[config.mk]
export PLATFORM = sky130hd
export DESIGN_NAME = fx_mul
export DESIGN_NICKNAME = d
export VERILOG_FILES = /design/src/rtl/fpga_cfg_pkg.sv /design/src/rtl/fx_pipe_reg.sv /design/src/rtl/fx_mul.sv
export SDC_FILE = /design/constraint.sdc
export NUM_CORES = 2
export LEC_CHECK = 0
export CORE_UTILIZATION = 55
export CTS_CLUSTER_SIZE = 25
export DETAILED_ROUTE_END_ITERATION = 8
export PLACE_DENSITY = 0.82
export SLEW_MARGIN = 40
export SYNTH_ARGS = -nofsm -noshare
export SYNTH_HDL_FRONTEND = slang
export SYNTH_HIERARCHICAL = 1
export SYNTH_SLANG_ARGS = --single-unit
[constraint.sdc]
create_clock -name clk -period 8.1 [get_ports clk]
set_clock_uncertainty 0.2 [all_clocks]
set_input_delay 1.215 -clock clk [delete_from_list [all_inputs] [get_ports clk]]
set_output_delay 1.215 -clock clk [all_outputs]
set_load 0.01 [all_outputs]
[src/rtl/fpga_cfg_pkg.sv]
// Shared fixed-point configuration for the math blocks (sqrt, log, LSM regression).
package fpga_cfg_pkg;

  localparam int FP_WIDTH       = 32;
  localparam int FP_QINT        = 15;
  localparam int FP_QFRAC       = 16;
  localparam int FP_MUL_LATENCY = 2;

  typedef logic signed [FP_WIDTH-1:0] fx_t;

endpackage

[src/rtl/fx_pipe_reg.sv]
// Generic valid/data delay stage that advances with the shared pipeline enable.
module fx_pipe_reg #(
  parameter int W = 32
) (
  input  logic         clk,
  input  logic         rst,
  input  logic         adv_i,
  input  logic         valid_i,
  input  logic [W-1:0] data_i,
  output logic         valid_o,
  output logic [W-1:0] data_o
);

  logic         valid_q;
  logic [W-1:0] data_q;

  always_ff @(posedge clk) begin
    if (rst) begin
      valid_q <= 1'b0;
      data_q  <= '0;
    end else if (adv_i) begin
      valid_q <= valid_i;
      if (valid_i) data_q <= data_i;
    end
  end

  assign valid_o = valid_q;
  assign data_o  = data_q;

endmodule

[src/rtl/fx_mul.sv]
// Pipelined signed fixed-point multiplier: round-half-up, saturated, valid/ready stream.
module fx_mul
  import fpga_cfg_pkg::*;
#(
  parameter int WIDTH   = FP_WIDTH,
  parameter int QINT    = FP_QINT,
  parameter int QFRAC   = FP_QFRAC,
  parameter int LATENCY = FP_MUL_LATENCY
) (
  input  logic             clk,
  input  logic             rst,
  input  logic             valid_in,
  output logic             ready_out,
  output logic             valid_out,
  input  logic             ready_in,
  input  logic [WIDTH-1:0] a,
  input  logic [WIDTH-1:0] b,
  output logic [WIDTH-1:0] result
);

  localparam int PW = 2 * WIDTH;
  localparam logic signed [PW-1:0] HALF  = PW'(1) << (QFRAC - 1);
  localparam logic signed [PW-1:0] MAX_V = {{(PW-WIDTH+1){1'b0}}, {(WIDTH-1){1'b1}}};
  localparam logic signed [PW-1:0] MIN_V = {{(PW-WIDTH+1){1'b1}}, {(WIDTH-1){1'b0}}};

  if (WIDTH != 1 + QINT + QFRAC || QFRAC < 1 || LATENCY < 1) begin : g_bad_cfg
    $error("fx_mul: inconsistent WIDTH/QINT/QFRAC/LATENCY");
  end

  function automatic logic [WIDTH-1:0] round_sat(input logic signed [PW-1:0] p);
    logic signed [PW-1:0] s;
    s = p + HALF;
    s = s >>> QFRAC;
    if (s > MAX_V) return MAX_V[WIDTH-1:0];
    if (s < MIN_V) return MIN_V[WIDTH-1:0];
    return s[WIDTH-1:0];
  endfunction

  logic                 adv;
  logic signed [PW-1:0] p_d;

  // The whole pipeline freezes while a finished result waits on downstream.
  assign adv       = ready_in | ~valid_out;
  assign ready_out = adv;
  assign p_d       = PW'($signed(a)) * PW'($signed(b));

  if (LATENCY == 1) begin : g_lat1
    logic             v_q;
    logic [WIDTH-1:0] r_q;

    // NOTE: non-blocking assignments make every stage sample pre-edge values.
    always_ff @(posedge clk) begin
      if (rst) begin
        v_q <= 1'b0;
        r_q <= '0;
      end else if (adv) begin
        v_q <= valid_in;
        if (valid_in) r_q <= round_sat(p_d);
      end
    end

    assign valid_out = v_q;
    assign result    = r_q;
  end else begin : g_latn
    logic                 v1_q, v2_q;
    logic signed [PW-1:0] p_q;
    logic [WIDTH-1:0]     r2_q;
    logic [LATENCY-2:0]   v_chain;
    logic [WIDTH-1:0]     d_chain [LATENCY-1];

    // NOTE: data registers are reset as well so result reads 0 right after reset.
    always_ff @(posedge clk) begin
      if (rst) begin
        v1_q <= 1'b0;
        p_q  <= '0;
        v2_q <= 1'b0;
        r2_q <= '0;
      end else if (adv) begin
        v1_q <= valid_in;
        if (valid_in) p_q <= p_d;
        v2_q <= v1_q;
        if (v1_q) r2_q <= round_sat(p_q);
      end
    end

    assign v_chain[0] = v2_q;
    assign d_chain[0] = r2_q;

    for (genvar i = 0; i < LATENCY - 2; i++) begin : g_dly
      fx_pipe_reg #(.W(WIDTH)) u_dly (
        .clk     (clk),
        .rst     (rst),
        .adv_i   (adv),
        .valid_i (v_chain[i]),
        .data_i  (d_chain[i]),
        .valid_o (v_chain[i+1]),
        .data_o  (d_chain[i+1])
      );
    end

    assign valid_out = v_chain[LATENCY-2];
    assign result    = d_chain[LATENCY-2];
  end

endmodule

**PDN straps and rails**

Pins as bars on the die edge. Tap cells in gray.
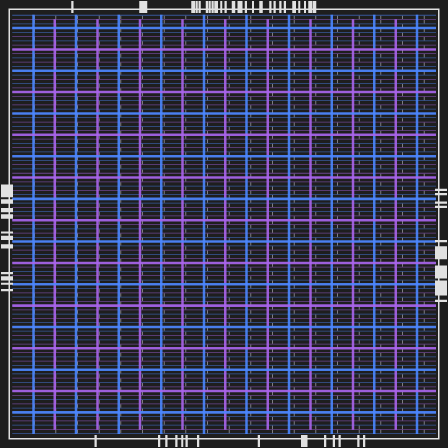
Blue shows VSS. Purple shows VDD.
99 met1 rails follow the rows. 19 straps on met4. 102 signal pins sit on the boundary.
Die Wd: 273 µm
core footprint: 0.0720 mm²
chip height: 273 µm

**Clock network drawn from the DEF**

The bar under the picture is 100 µm long.
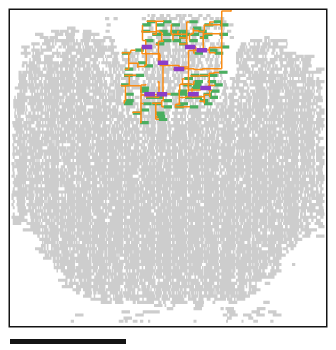
Purple shows clock drivers, count 9. Green shows flip-flops, count 83. Orange shows clock wires, length 1,010 µm.
There are 10 routed clock nets.
clock insertion delay at the later pin of the skew report: 0.34 ns

**Selected gate families**

The bar under the picture is 100 µm long.
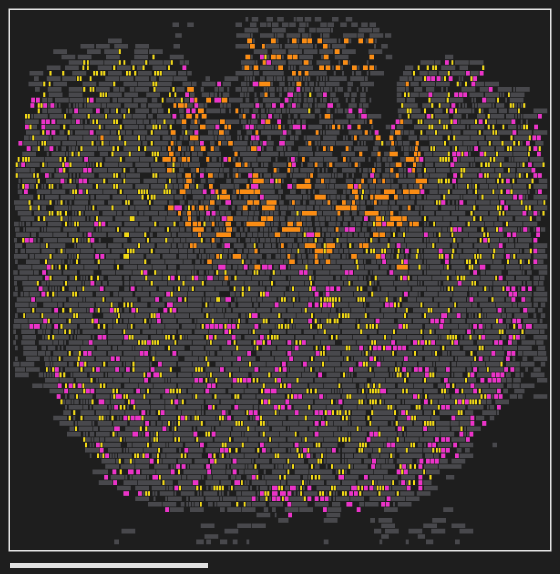
Orange shows inverting AOI/OAI gates, cells 241. Magenta shows AND and OR gates, cells 566, where spread over the die. Yellow shows inverters, cells 998, where spread over the die.
most numerous logic cell after layout: sky130_fd_sc_hd__fa_1
non-filler instance count after layout: 5,947

**Clock routing**

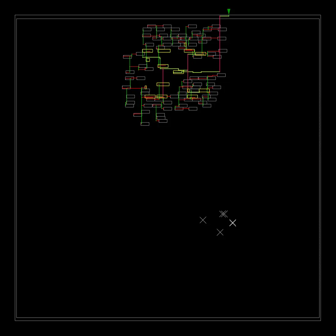
Clock Sink Count: 83
flop count: 83
clock buffer count in the final layout: 10

==> out/metrics.json <==
{
  "finish.net_count": {"value": 6310},
  "port_buffers": {"value": 101},
  "area_growth_syn_to_layout": {"value": 25.5, "unit": "%"},
  "seq_share": {"value": 3.29, "unit": "%"},
  "regToRegStartpoint": {"value": "g_latn.p_q[29]$_SDFFE_PP0P_"},
  "run_status": {"value": "finished with violations"},
  "synth_warnings": {"value": 6},
  "worstPathRequired": {"value": 8.18, "unit": "ns"},
  "final_critical_path_setup_slack": {"value": -0.981, "unit": "ns"},
  "final-setup-viol-count": {"value": 37},
  "post_synth_ao_oa_area_fraction": {"value": 4.64, "unit": "%"},
  "cts_root_buf": {"value": "sky130_fd_sc_hd__clkbuf_16"},
  "path_depth": {"value": 26},
  "warning_count": {"value": 29},
  "drc": {"value": 7},
  "share_of_the_synthesized_area_in_the_top_cell_type": {"value": 53.7, "unit": "%"},
  "critical_path_buf_inv_count": {"value": 7},
  "topCombFamilyByArea": {"value": "adder cells"},
  "synth_cell_type_count": {"value": 66},
  "failed_checks": {"value": "design-rule violations, negative setup slack"},
  "yosys.cell_count.top_type": {"value": "sky130_fd_sc_hd__fa_1"},
  "fin_area": {"value": 0.0505, "unit": "mm²"}
}
